--- src/rtl/transmitter_pkg.sv ---
// Shared types and constants for the photonic lane transmitter.
package transmitter_pkg;

    typedef enum logic [1:0] {
        TX_IDLE   = 2'd0,
        TX_SHIFT  = 2'd1,
        TX_PARITY = 2'd2
    } tx_state_t;

    localparam logic TX_DARK = 1'b0;

endpackage

--- src/rtl/tx_shift_reg.sv ---
// WIDTH-bit parallel-load / shift-left register; MSB is the serial output.
module tx_shift_reg
    import transmitter_pkg::*;
#(
    parameter int unsigned WIDTH = 1
) (
    input  logic             clk,
    input  logic             clr_n_i,
    input  logic             load_i,
    input  logic             shift_i,
    input  logic [WIDTH-1:0] data_i,
    output logic             msb_o
);

    logic [WIDTH-1:0] sr_q;
    logic [WIDTH-1:0] sr_d;

    // Load has priority over shift; vacated LSBs fill with the dark level.
    always_comb begin
        sr_d = sr_q;
        if (load_i) begin
            sr_d = data_i;
        end else if (shift_i) begin
            sr_d = sr_q << 1;
        end
    end

    always_ff @(posedge clk) begin
        if (!clr_n_i) begin
            sr_q <= {WIDTH{TX_DARK}};
        end else begin
            sr_q <= sr_d;
        end
    end

    assign msb_o = sr_q[WIDTH-1];

endmodule

--- src/rtl/transmitter.sv ---
// MSB-first serializer driving one photonic lane modulator.
// Optional even-parity slot after each word when TX_PARITY_EN is defined.
module transmitter
    import transmitter_pkg::*;
#(
    parameter int unsigned WIDTH = 1
) (
    input  logic             clk,
    input  logic             rst_n,
    input  logic [WIDTH-1:0] tx_in,
    input  logic             control,
    output logic             tx_out,
    output logic             tx_busy
);

    localparam int unsigned      CNT_W    = $clog2(WIDTH + 1);
    localparam logic [CNT_W-1:0] CNT_LAST = CNT_W'(WIDTH - 1);

    tx_state_t        state_q, state_d;
    logic [CNT_W-1:0] cnt_q, cnt_d;
    logic             busy_q, busy_d;
    logic             sr_load;
    logic             sr_shift;
    logic [WIDTH-1:0] sr_data;
`ifdef TX_PARITY_EN
    logic             par_q, par_d;
`endif

    // Next-state, counter and shift-register control.
    always_comb begin
        state_d  = state_q;
        cnt_d    = cnt_q;
        sr_load  = 1'b0;
        sr_shift = 1'b0;
        sr_data  = tx_in;
`ifdef TX_PARITY_EN
        par_d    = par_q;
`endif
        case (state_q)
            TX_IDLE: begin
                if (control) begin
                    sr_load = 1'b1;
                    cnt_d   = CNT_LAST;
                    state_d = TX_SHIFT;
`ifdef TX_PARITY_EN
                    par_d   = ^tx_in;
`endif
                end
            end
            TX_SHIFT: begin
                if (cnt_q != '0) begin
                    sr_shift = 1'b1;
                    cnt_d    = cnt_q - CNT_W'(1);
                end else begin
`ifdef TX_PARITY_EN
                    // Parity bit is parked in the MSB so it drives the line next slot.
                    sr_load = 1'b1;
                    sr_data = WIDTH'(par_q) << (WIDTH - 1);
                    state_d = TX_PARITY;
`else
                    if (control) begin
                        sr_load = 1'b1;
                        cnt_d   = CNT_LAST;
                    end else begin
                        sr_shift = 1'b1;
                        state_d  = TX_IDLE;
                    end
`endif
                end
            end
`ifdef TX_PARITY_EN
            TX_PARITY: begin
                if (control) begin
                    sr_load = 1'b1;
                    cnt_d   = CNT_LAST;
                    par_d   = ^tx_in;
                    state_d = TX_SHIFT;
                end else begin
                    sr_shift = 1'b1;
                    state_d  = TX_IDLE;
                end
            end
`endif
            default: begin
                state_d = TX_IDLE;
                cnt_d   = '0;
            end
        endcase
        busy_d = (state_d != TX_IDLE);
    end

    always_ff @(posedge clk) begin
        if (!rst_n) begin
            state_q <= TX_IDLE;
            cnt_q   <= '0;
            busy_q  <= 1'b0;
`ifdef TX_PARITY_EN
            par_q   <= 1'b0;
`endif
        end else begin
            state_q <= state_d;
            cnt_q   <= cnt_d;
            busy_q  <= busy_d;
`ifdef TX_PARITY_EN
            par_q   <= par_d;
`endif
        end
    end

    // The shift register's MSB flop is the line driver; it is all-zero when idle.
    tx_shift_reg #(
        .WIDTH (WIDTH)
    ) u_shift_reg (
        .clk     (clk),
        .clr_n_i (rst_n),
        .load_i  (sr_load),
        .shift_i (sr_shift),
        .data_i  (sr_data),
        .msb_o   (tx_out)
    );

    assign tx_busy = busy_q;

endmodule

--- config.mk ---
export PLATFORM = sky130hd
export DESIGN_NAME = transmitter
export DESIGN_NICKNAME = d
export VERILOG_FILES = /design/src/rtl/transmitter_pkg.sv /design/src/rtl/tx_shift_reg.sv /design/src/rtl/transmitter.sv
export SDC_FILE = /design/constraint.sdc
export NUM_CORES = 1
export LEC_CHECK = 0
export ABC_CLOCK_PERIOD_IN_PS = 1800
export CAP_MARGIN = 5
export CORE_AREA = 10 10 47 49
export CTS_BUF_LIST = sky130_fd_sc_hd__clkbuf_8
export DETAILED_ROUTE_END_ITERATION = 16
export DIE_AREA = 0 0 57 59
export PLACE_DENSITY = 0.36
export REMOVE_ABC_BUFFERS = 1
export SETUP_SLACK_MARGIN = 0.02
export SLEW_MARGIN = 20
export SYNTH_ARGS = -nofsm -noshare
export SYNTH_HDL_FRONTEND = slang
export SYNTH_SLANG_ARGS = --single-unit
--- constraint.sdc ---
create_clock -name clk -period 1.8 [get_ports clk]
set_clock_uncertainty 0.1 [all_clocks]
set_input_delay 0.27 -clock clk [delete_from_list [all_inputs] [get_ports clk]]
set_output_delay 0.27 -clock clk [all_outputs]
set_load 0.02 [all_outputs]
==> deck_impl_summary.md, run 1 <==
Key Metrics from the Run

Clock network
  • Hold-fix buffers at CTS: 0
  • TritonCTS clock tree: built
  • Clk buf depth: 2
  • Worst-path clk slew: roughly 0.030 ns
  • Cts repair resizes: 0
  • CTS Buf Count: 3
  • CTS Root Buffer Type: clkbuf_8
  • CTS Sinks: 4
  • Worst skew pair latency: approximately 0.21 ns

Drt
  • DR pass1 iterations: 1
  • 1st-iter DRT viols: 0
  • Vias: 99
  • Metal3 WL: approximately 70 microns
  • WL met2: around 76 microns
  • Routed WL: 334 microns
  • Routed WL per cell: 9.82 microns
  • Drc violations: 0

Synth
  • Complex Gates by Area: between 10% and 20%
  • Synthesis area per yosys: around 130 sq um
  • Post-Syn Area: 130 sq um
  • Synth Seq Share: approximately 62%
  • Xor/xnor share: 0%
  • Synth warnings: 0
  • Top_reg_cell synth: dfxtp_1
  • Dominant comb cell: simple AND/OR/NAND/NOR gates
  • Simple share: a little under a quarter
  • Flip-flops with a built-in enable: 0
  • Cell Type Count: 6
  • Synth top cells by count: dfxtp_1, and3b_2
  • Top area cell types: dfxtp_1, and3b_2, and4b_1
  • Synth Area in Adders: 0%
  • MUX area fraction: 0%
  • Largest area contributor in the netlist: dfxtp_1
  • Yosys Instances: 10
  • Post-Syn Instances: 10
  • Synthesized area per cell: between 10 and 15 sq um
  • Post-synth ARST share: 0%

Cells and area
  • Final nets: 24
  • Area grow syn2layout: 85.6%
  • Post-route cell area: between 200 and 250 sq um
  • N_diodes: 0
  • Share of layout cells above drive strength 1: 27.8%

Setup path
  • CP bufs+invs: 1
  • Worst setup path category: reg2out
  • Critical path launch point type: flop
  • Data required, critical path: 1.43 ns
  • Reg2reg setup slack: between 0.8 and 0.9 ns
  • Crit-path cells: clkdlybuf4s50_1
  • CP max stage delay: 0.61 ns
  • Critical Path Sink Type: primary output
  • Delay-heaviest family, CP: buffers and inverters
  • CP arrival: about 1.1 ns
  • Max Fanout on Critical Path: 2

Final timing
  • Fin. max-slew vios: 0
  • Final setup violating endpoints: 0
  • Tmin final: roughly 1.5 ns
  • Final worst setup slack: a little under 0.3 ns
  • Unrepaired setup endpoints after global routing: false

Hold path
  • Worst hold path type: reg2reg

Floorplan
  • Num rows: 14
  • Fp util: a little under a tenth
  • Die H: 59 microns

Pwr
  • VDD IR max: about 0.00035 V
  • PD cells: 1260 nW/um^2
  • Pleak: 0.102 nW

Placement
  • Port bufs: 5
  • GP Congestion: 0.674
  • Worst slack, placed: 0.468 ns
  • Placed Area: around 200 sq um

GRT
  • Total track usage: under 10%
  • Remaining Overflow, GRT: 0
  • Number of global-route vias before repair: ~110

Job
  • OpenROAD warning count: 28
  • Max cap viols: 0

Outcome
  • Status: completed
==> run 1: layout make-up <==
| cell class | instances | area [sq um] |
|---|---|---|
| Timing Repair Buffer | 5 | 50.0 |
| Tap cell | 16 | 20.0 |
| Sequential cell | 4 | 80.1 |
| Multi-Input combinational cell | 6 | 50.0 |
| Fill cell | 164 | 1160 |
| Clock buffer | 3 | 41.3 |
==> run 1: worst reg2reg max path, cell delays in order, from the launching register on <==
cell     delay [ns]
dfxtp_1        0.34
and4b_1        0.20
a31o_1         0.18
==> run 1: worst paths after layout <==
path                     start  cells past startpoint           endpoint
max          u_shift_reg.msb_o                      1             tx_out
min          u_shift_reg.msb_o                      1  u_shift_reg.msb_o
max reg2reg         state_q[1]                      2  u_shift_reg.msb_o
min reg2reg  u_shift_reg.msb_o                      1  u_shift_reg.msb_o
==> run 1: sequential cells by signal, summed over array words and instances (netlist names) <==
name and cells:
tx_busy 1, u_shift_reg.msb_o 1, state_q 2
==> run 1: cell families (layout without fill, tap and decap cells) <==
| logic type | count (synthesis) | in the layout |
|---|---|---|
| compound gates | 2 | 2 |
| buf+inv | 0 | 8 |
| flops | 4 | 4 |
| other cells | 1 | 1 |
| simple gates | 3 | 3 |
==> run 1: where the power goes <==
part	internal, W	total, W	switching (W)
Combinational	0.0000124	0.0000193	0.00000688
Clock	0.000143	0.000189	0.0000461
Sequential	0.0000934	0.0000952	0.00000173
Total	0.000248	0.000303	0.0000547
==> run 1: metal layers <==
| layer | vias to the layer above | track usage [%] |
|---|---|---|
| met2 | 8 | 1.40 |
| met4 | 0 | 4.03 |
| li1 | 51 | - |
| met5 | - | 0 |
| met1 | 38 | 2.73 |
| met3 | 2 | 4.29 |
==> run 1: through the flow <==
stage | hold WS (ns) | util (%) | cells
6_report | 0.377 | 17.2 | 34
5_1_grt | 0.424 | 17.2 | 34
4_1_cts | 0.382 | 17.2 | 34
3_5_place_dp | 0.375 | 14.3 | 31
3_3_place_gp | 0.360 | 14.3 | 31
2_1_floorplan | 0.312 | - | 10
==> run 1: placed cells by master, fill, tap and decap left out <==
cell type        instances
clkdlybuf4s50_1          5
dfxtp_1                  4
clkbuf_8                 3
and3b_2                  2
o21bai_1                 1
and4b_1                  1
a31o_1                   1
conb_1                   1
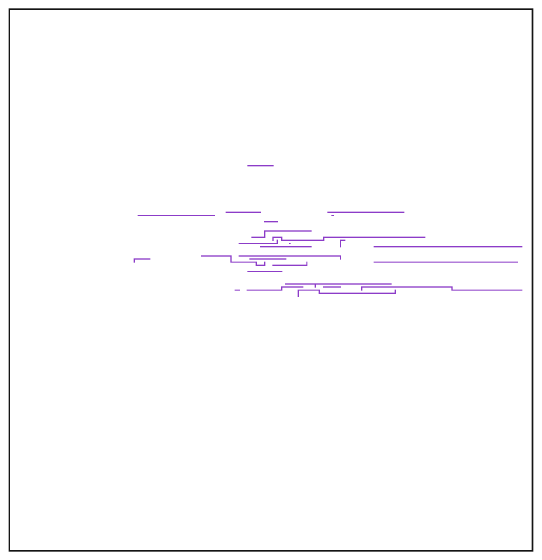
Run 1: metal 1
- share of all routed wire: 53%
- main direction: horizontal
- longest straight run: 16.1 microns
- nets with wire on the layer: 19
- wire length on this layer: 176 microns

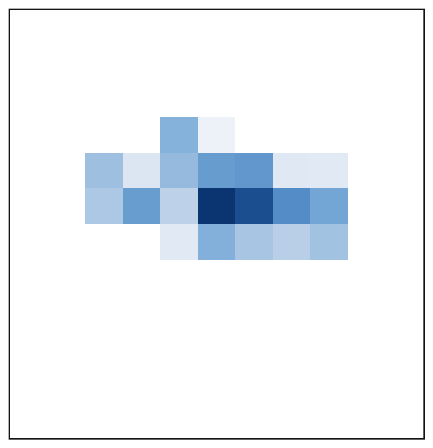
Run 1: cell area per tile
The die is cut into 11 by 12 equal tiles; white is low, dark blue is high, 0 to 100% covered.
- nearly empty tiles: 84%
- mean over tiles: 6.6%
- densest ninth of the die: middle

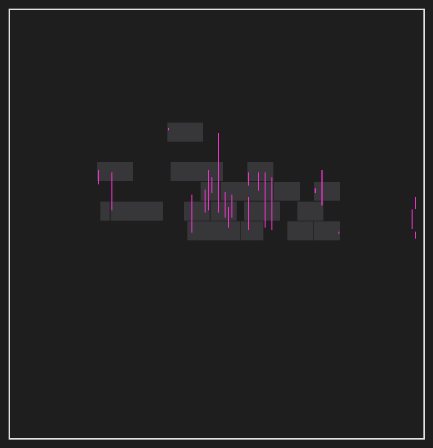
Run 1: the metal 2 layer
- share of all routed wire: 23%
- main direction: vertical

==> run 1 -> run 2 <==
ABC_CLOCK_PERIOD_IN_PS = 1400   (was 1800)
clock period = 1.4 ns   (was 1.8 ns; I/O delays follow)
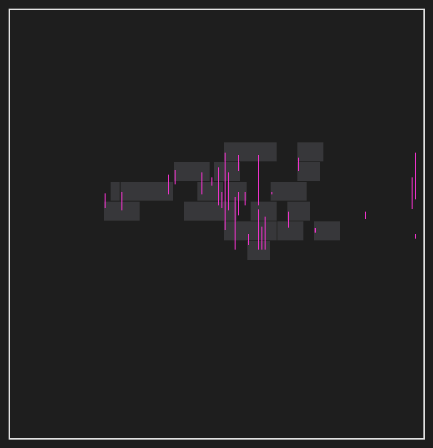
Run 2: the metal 2 layer
- nets with wire on the layer: 20
- wire length on this layer: 86.7 microns
- longest straight run: 10.5 microns

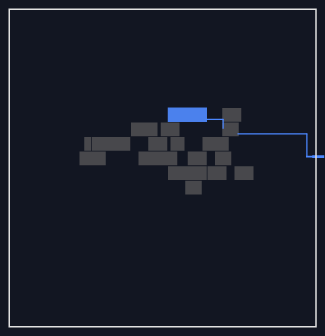
Run 2: port wiring
- blue: tx_busy (direction output; edge right; end cells 1; buffers 1; wire 23.2 microns)

==> run 2 against run 1 <==
Effect of this change: combinational power is about 20% higher; setup slack worse by 0.068 ns; register-to-register slack worse by 0.40 ns; clock power rose by 26%; largest power group unchanged; critical path depth unchanged; critical path type unchanged; largest cell class unchanged; core utilization fell by 0.18 points; sequential share of layout area rose by 0.35 points; flip-flop count unchanged; wire length is 4.5% lower; non-clock buffer count is the same; critical endpoint unchanged; hold slack got worse by 0.0092 ns; clock-buffer cell count did not move.
==> deck_impl_summary.md, run 2 <==
Key Metrics from the Run

Outcome
  • Status: completed

Final timing
  • Fin. max-slew vios: 0 (unchanged)
  • Unrepaired setup endpoints after global routing: false
  • Final Hold Fails: 0
  • Crit share post-route: 84.3%
  • Final worst setup slack: 0.220 ns (-0.0684 ns)
  • Tmin final: between 1 and 1.5 ns
  • Max frequency: around 850 MHz
  • Final TNS setup: 0 ns
  • Final setup violating endpoints: 0 (unchanged)

Floorplan
  • Fp util: 9.29% (unchanged)
  • Die W: 57 microns
  • Die H: 59 microns (unchanged)
  • Core area: between 1000 and 1500 sq um
  • Num rows: 14 (unchanged)
  • Die area: between 3000 and 4000 sq um
  • Top-level port count: 6

Synth
  • Top area cell types: dfxtp_1, and3b_2, and4b_1
  • Cell Type Count: 6 (unchanged)
  • Post-Syn Area: 130 sq um (unchanged)
  • Synth top cells by count: dfxtp_1, and3b_2
  • Top_reg_cell synth: dfxtp_1
  • Largest area contributor in the netlist: dfxtp_1
  • Post-synth ARST share: 0% (unchanged)
  • Synthesized area per cell: 13.0 sq um (unchanged)
  • Flops & latches, synth: 4
  • Synth Seq Share: 61.5% (unchanged)
  • Post-Syn Instances: 10 (unchanged)
  • Synth warnings: 0 (unchanged)
  • Flip-flops with a built-in enable: 0 (unchanged)
  • Most common cell in the netlist: dfxtp_1
  • Synthesis area per yosys: 130 sq um (unchanged)
  • Share of the synthesized area in the top cell type: around 62%
  • Yosys Instances: 10 (unchanged)

Drt
  • Drc violations: 0 (unchanged)
  • 1st-iter DRT viols: 1 (+1)
  • Average vias per placed instance: about 3.3
  • Vias: 113 (+14%)
  • Routed WL per cell: 9.38 microns (-4.5%)
  • Antenna-violating nets left: 0
  • DR pass1 iterations: 2 (+1)
  • Routed WL: 319 microns (-4.5%)

Job
  • Max cap viols: 0 (unchanged)
  • OpenROAD warning count: 28 (unchanged)

Cells and area
  • Post-route cell area: 239 sq um (-1.0%)
  • Area grow syn2layout: 83.7%
  • Combinational Area: 50.0 sq um (unchanged)
  • Max reg flops: 2 (unchanged)
  • Share of layout cells above drive strength 1: 27.8% (unchanged)
  • Storage cell area: 80.1 sq um (unchanged)
  • Top Layout Cells: dfxtp_1, clkbuf_8, clkdlybuf4s50_1
  • Final core occ: 17.1% (-0.18 points)
  • Fill cell count: 169 (+3.0%)
  • Commonest Layout Cell: dfxtp_1
  • N_diodes: 0 (unchanged)
  • Cell Count, Final, Fillers Out: 34 (unchanged)
  • Final nets: 24 (unchanged)
  • Reg with most FFs: state_q

GRT
  • Total track usage: 2.46% (-0.30 points)
  • Number of global-route vias before repair: 110 (-0.90%)
  • Antenna violations before repair: 0
  • First-pass GRT wire length: roughly 500 microns
  • Remaining Overflow, GRT: 0 (unchanged)
  • Largest net degree at the start of global routing: 5

Clock network
  • TritonCTS clock tree: built
  • CTS Buf Count: 3 (unchanged)
  • # Post-CTS Setup Buffers: 0
  • Worst-path clk slew: 0.03 ns (about the same)
  • Worst skew pair latency: 0.21 ns (about the same)
  • CTS Root Buffer Type: clkbuf_8
  • Hold-fix buffers at CTS: 0 (unchanged)
  • Clk buf depth: 2 (unchanged)
  • CTS Sinks: 4 (unchanged)
  • CTS H-tree depth: 1

Setup path
  • Critical Path Sink Type: primary output
  • Critical path launch point type: flop
  • Data required, critical path: 1.09 ns (-0.34 ns)
  • CP startpoint: u_shift_reg.msb_o
  • CP max stage delay: 0.34 ns (-0.27 ns)
  • Max Fanout on Critical Path: 2 (unchanged)
  • CP bufs+invs: 1 (unchanged)
  • CP arrival: 0.87 ns (-0.27 ns)
  • Delay-heaviest family, CP: buffers and inverters
  • Worst setup path category: reg2out
  • Crit-path cells: dlygate4sd2_1
  • R2r startpoint: state_q[1]
  • Slowest cell on crit path: dlygate4sd2_1

Hold path
  • Worst hold path type: reg2reg
  • Min-Delay Startpoint: u_shift_reg.msb_o

Placement
  • Port bufs: 5 (unchanged)
  • Cell count after placement: 31 (unchanged)
  • Placed Area: 200 sq um (unchanged)
  • GP Congestion: 0.665 (-1.3%)
  • Worst slack, placed: 0.121 ns (-0.347 ns)

Pwr
  • VDD IR max: 0.000458 V (+31%)
  • PD cells: 1610 nW/um^2 (+28%)
  • Pleak: 0.110 nW (+8.0%)
[run 2: final timing paths]
| kind | end | cells after the start | slack (ns) |
|---|---|---|---|
| setup / recovery | tx_out | 1 | 0.22 |
| hold / removal | u_shift_reg.msb_o | 1 | 0.37 |
| setup reg to reg | u_shift_reg.msb_o | 2 | 0.48 |
| hold reg to reg | u_shift_reg.msb_o | 1 | 0.37 |
[run 2: routing by layer]
metal | vias up | global-route usage (%) | wire [microns]
met2 | 10 | 2.02 | 86
met3 | 2 | 4.72 | 65
met1 | 50 | 1.89 | 163
met5 | - | 0 | 0
met4 | 0 | 2.01 | 4
li1 | 51 | - | -
[run 2: cell type report]
class | instances | area share (%)
tap | 16 | 8.38
sequential | 4 | 33.5
clock buffer | 3 | 17.3
timing repair buffer | 5 | 19.9
multi-input combinational | 6 | 20.9
[run 2: timing repair]
action                     in CTS  in global routing
setup endpoints to repair       2                  0
hold endpoints to repair        0                  0
gates resized                   2                  0
[run 2: cell families (layout without fill, tap and decap cells)]
kind of cell | count (synthesis) | count (layout) | synth area share, %
flops | 4 | 4 | 61.5
compound gates | 2 | 2 | 12.5
simple gates | 3 | 3 | 23.1
buf+inv | 0 | 8 | 0
other cells | 1 | 1 | 2.88
[run 2: power breakdown]
group | switching, W | internal, W | total (W)
logic | 0.00000898 | 0.0000142 | 0.0000232
clock network | 0.0000559 | 0.000183 | 0.000239
registers | 0.00000221 | 0.000120 | 0.000122
total | 0.0000671 | 0.000317 | 0.000384
[run 2: through the flow]
stage | power (W) | hold WS [ns]
finish | 0.000384 | 0.368
global route | 0.000404 | 0.393
CTS | 0.000392 | 0.372
detailed placement | 0.000149 | 0.369
global placement | 0.000149 | 0.357
floorplan | 0.000132 | 0.252
==> run 2 -> run 3 <==
ABC_CLOCK_PERIOD_IN_PS = 1220   (was 1400)
clock period = 1.22 ns   (was 1.4 ns; I/O delays follow)
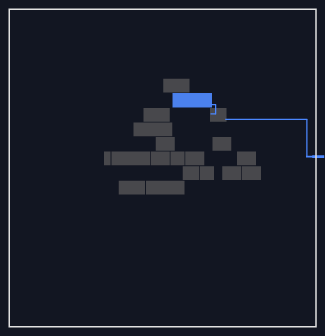
Run 3: port wiring
- blue: tx_busy (direction output; edge right; end cells 1; buffers 1; wire 26.8 microns)

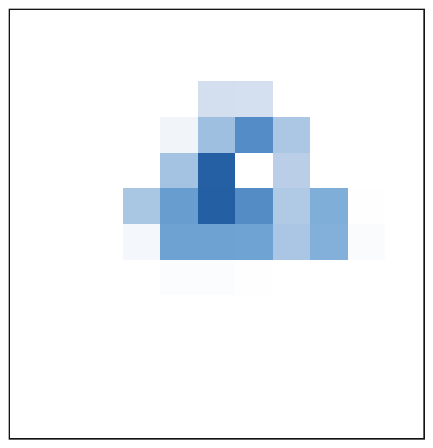
Run 3: cell area per tile
The die is cut into 11 by 12 equal tiles; white is low, dark blue is high, 0 to 100% covered.
- nearly empty tiles: 82%
- mean over tiles: 6.8%
- tiles over 75% full: 1.5%
- fullest tile: 81%

==> run 3 against run 2 <==
Effect of this change: first-iteration DRC count is 100% higher; core utilization is 0.63 points higher; synthesized cell count stayed put; via count is 5.3% lower; largest cell class unchanged; critical path depth stayed put; clock power is 14% higher; hold slack better by 0.017 ns; wire length is 4.1% lower; sequential share of layout area is 1.2 points lower; die area stayed put; clock-buffer cell count stayed put; sequential power is about 10% higher.
==> deck_impl_summary.md, run 3 <==
Key Metrics from the Run

Synth
  • Flip-flops with a built-in enable: 0 (unchanged)
  • Most common cell in the netlist: dfxtp_1
  • Post-synth ARST share: 0% (unchanged)
  • Synth top cells by count: dfxtp_1, and3b_2
  • Yosys Instances: 10 (unchanged)
  • Post-Syn Instances: 10 (unchanged)
  • Synthesis area per yosys: 130 sq um (unchanged)
  • Top area cell types: dfxtp_1, and3b_2, and4b_1
  • Synth Seq Share: 61.5% (unchanged)
  • Post-Syn Area: 130 sq um (unchanged)
  • Largest area contributor in the netlist: dfxtp_1
  • Synthesized area per cell: 13.0 sq um (unchanged)

Clock network
  • Hold-fix buffers at CTS: 0 (unchanged)
  • CTS Sinks: 4 (unchanged)
  • CTS Root Buffer Type: clkbuf_8
  • CTS Buf Count: 3 (unchanged)
  • Clk buf depth: 2 (unchanged)
  • Worst skew pair latency: 0.21 ns (about the same)
  • # Post-CTS Setup Buffers: 0 (unchanged)

Floorplan
  • Core area: 1400 sq um (unchanged)
  • Num rows: 14 (unchanged)
  • Die W: 57 microns (unchanged)
  • Die H: 59 microns (unchanged)
  • Die area: 3360 sq um (unchanged)

Setup path
  • CP bufs+invs: 1 (unchanged)
  • Critical path launch point type: flop
  • Reg2reg setup slack: 0.32 ns (-0.16 ns)
  • Critical Path Sink Type: primary output
  • CP max stage delay: 0.32 ns (-0.02 ns)
  • Worst setup path category: reg2out
  • Crit-path cells: clkdlybuf4s15_1
  • Max Fanout on Critical Path: 2 (unchanged)
  • Slowest cell on crit path: dfxtp_1
  • Data required, critical path: 0.94 ns (-0.15 ns)

Final timing
  • Crit share post-route: between 90% and 100%
  • Final TNS setup: 0 ns (unchanged)
  • Max frequency: slightly below 900 MHz
  • Final setup violating endpoints: 0 (unchanged)

Cells and area
  • Max reg flops: 2 (unchanged)
  • Top Layout Cells: dfxtp_1, clkbuf_8, clkdlybuf4s50_1
  • Commonest Layout Cell: dfxtp_1
  • Reg with most FFs: state_q
  • Final nets: 25 (+4.2%)

Hold path
  • Min-Delay Startpoint: u_shift_reg.msb_o
  • Worst hold path type: reg2reg

GRT
  • Number of global-route vias before repair: 104 (-5.5%)
  • Largest net degree at the start of global routing: 5 (unchanged)
  • Antenna violations before repair: 0 (unchanged)
  • Total track usage: 2.42% (-0.040 points)
  • Remaining Overflow, GRT: 0 (unchanged)

Pwr
  • Tot Pwr: 0.000443 W (+15%)
  • VDD IR max: 0.000367 V (-20%)
  • PD cells: 1790 nW/um^2 (+11%)
  • Pleak: 0.112 nW (+1.5%)

Placement
  • GP Congestion: 0.668 (+0.54%)
  • Port bufs: 5 (unchanged)
  • Placed Area: 208 sq um (+3.7%)

Job
  • Max cap viols: 0 (unchanged)

Drt
  • Routed WL: 306 microns (-4.1%)
  • Antenna-violating nets left: 0 (unchanged)
  • Routed WL per cell: 8.74 microns (-6.8%)
  • Drc violations: 0 (unchanged)

Outcome
  • Status: completed
[run 3: cell counts after synthesis]
Identical to the previous run, type by type.
[run 3: area by class of cell]
class	instances	area, sq um
Clock buffer	3	41.3
Fill cell	160	1150
Multi-Input combinational cell	6	50.0
Sequential cell	4	80.1
Tap cell	16	20.0
Timing Repair Buffer	6	56.3
[run 3: how the worst max path moves through the flow]
stage	start	end	slack [ns]	cells past startpoint
6_report	u_shift_reg.msb_o	tx_out	0.1	1
5_1_grt	u_shift_reg.msb_o	tx_out	0.04	1
4_1_cts	u_shift_reg.msb_o	tx_out	0.06	1
3_5_place_dp	control	u_shift_reg.msb_o	0.002	3
3_3_place_gp	u_shift_reg.msb_o	tx_out	0.01	1
2_1_floorplan	state_q[1]	u_shift_reg.msb_o	0.34	2
[run 3: logic make-up (layout without fill, tap and decap cells)]
| kind of cell | after synthesis | after routing | share of synthesized area, % |
|---|---|---|---|
| and+or+nand+nor | 3 | 3 | 23.1 |
| AOI/OAI and AO/OA | 2 | 2 | 12.5 |
| buffers and inverters | 0 | 9 | 0 |
| DFF | 4 | 4 | 61.5 |
| other | 1 | 1 | 2.88 |
[run 3: timing repair]
item	in CTS	in global routing
cloned	0	0
endpoints found under the hold margin	0	0
setup endpoints to repair	2	1
resized	2	1
[run 3: report_power, final]
group / switching [W] / total (W) / internal [W]
registers: 0.00000246 / 0.000140 / 0.000138
logic: 0.0000104 / 0.0000290 / 0.0000186
clock network: 0.0000634 / 0.000273 / 0.000210
total: 0.0000762 / 0.000443 / 0.000366
[run 3: metal layers]
layer | vias up | part of all wire, % | global-route usage, %
met1 | 43 | 52 | 2.02
met3 | 2 | 18 | 3.65
met2 | 8 | 25 | 1.55
met5 | - | 0 | 0
met4 | 0 | 4.6 | 4.03
li1 | 54 | - | -
[run 3: metrics by stage]
step | util [%] | worst slack (ns) | hold WS, ns
after floorplan | - | 0.344 | 0.225
after global placement | 14.8 | 0.0131 | 0.371
after detailed placement | 14.8 | 0.00227 | 0.383
after CTS | 17.6 | 0.0589 | 0.385
after global routing | 17.7 | 0.0393 | 0.438
final | 17.7 | 0.0954 | 0.384
Power is estimated from default activity; no workload was simulated.
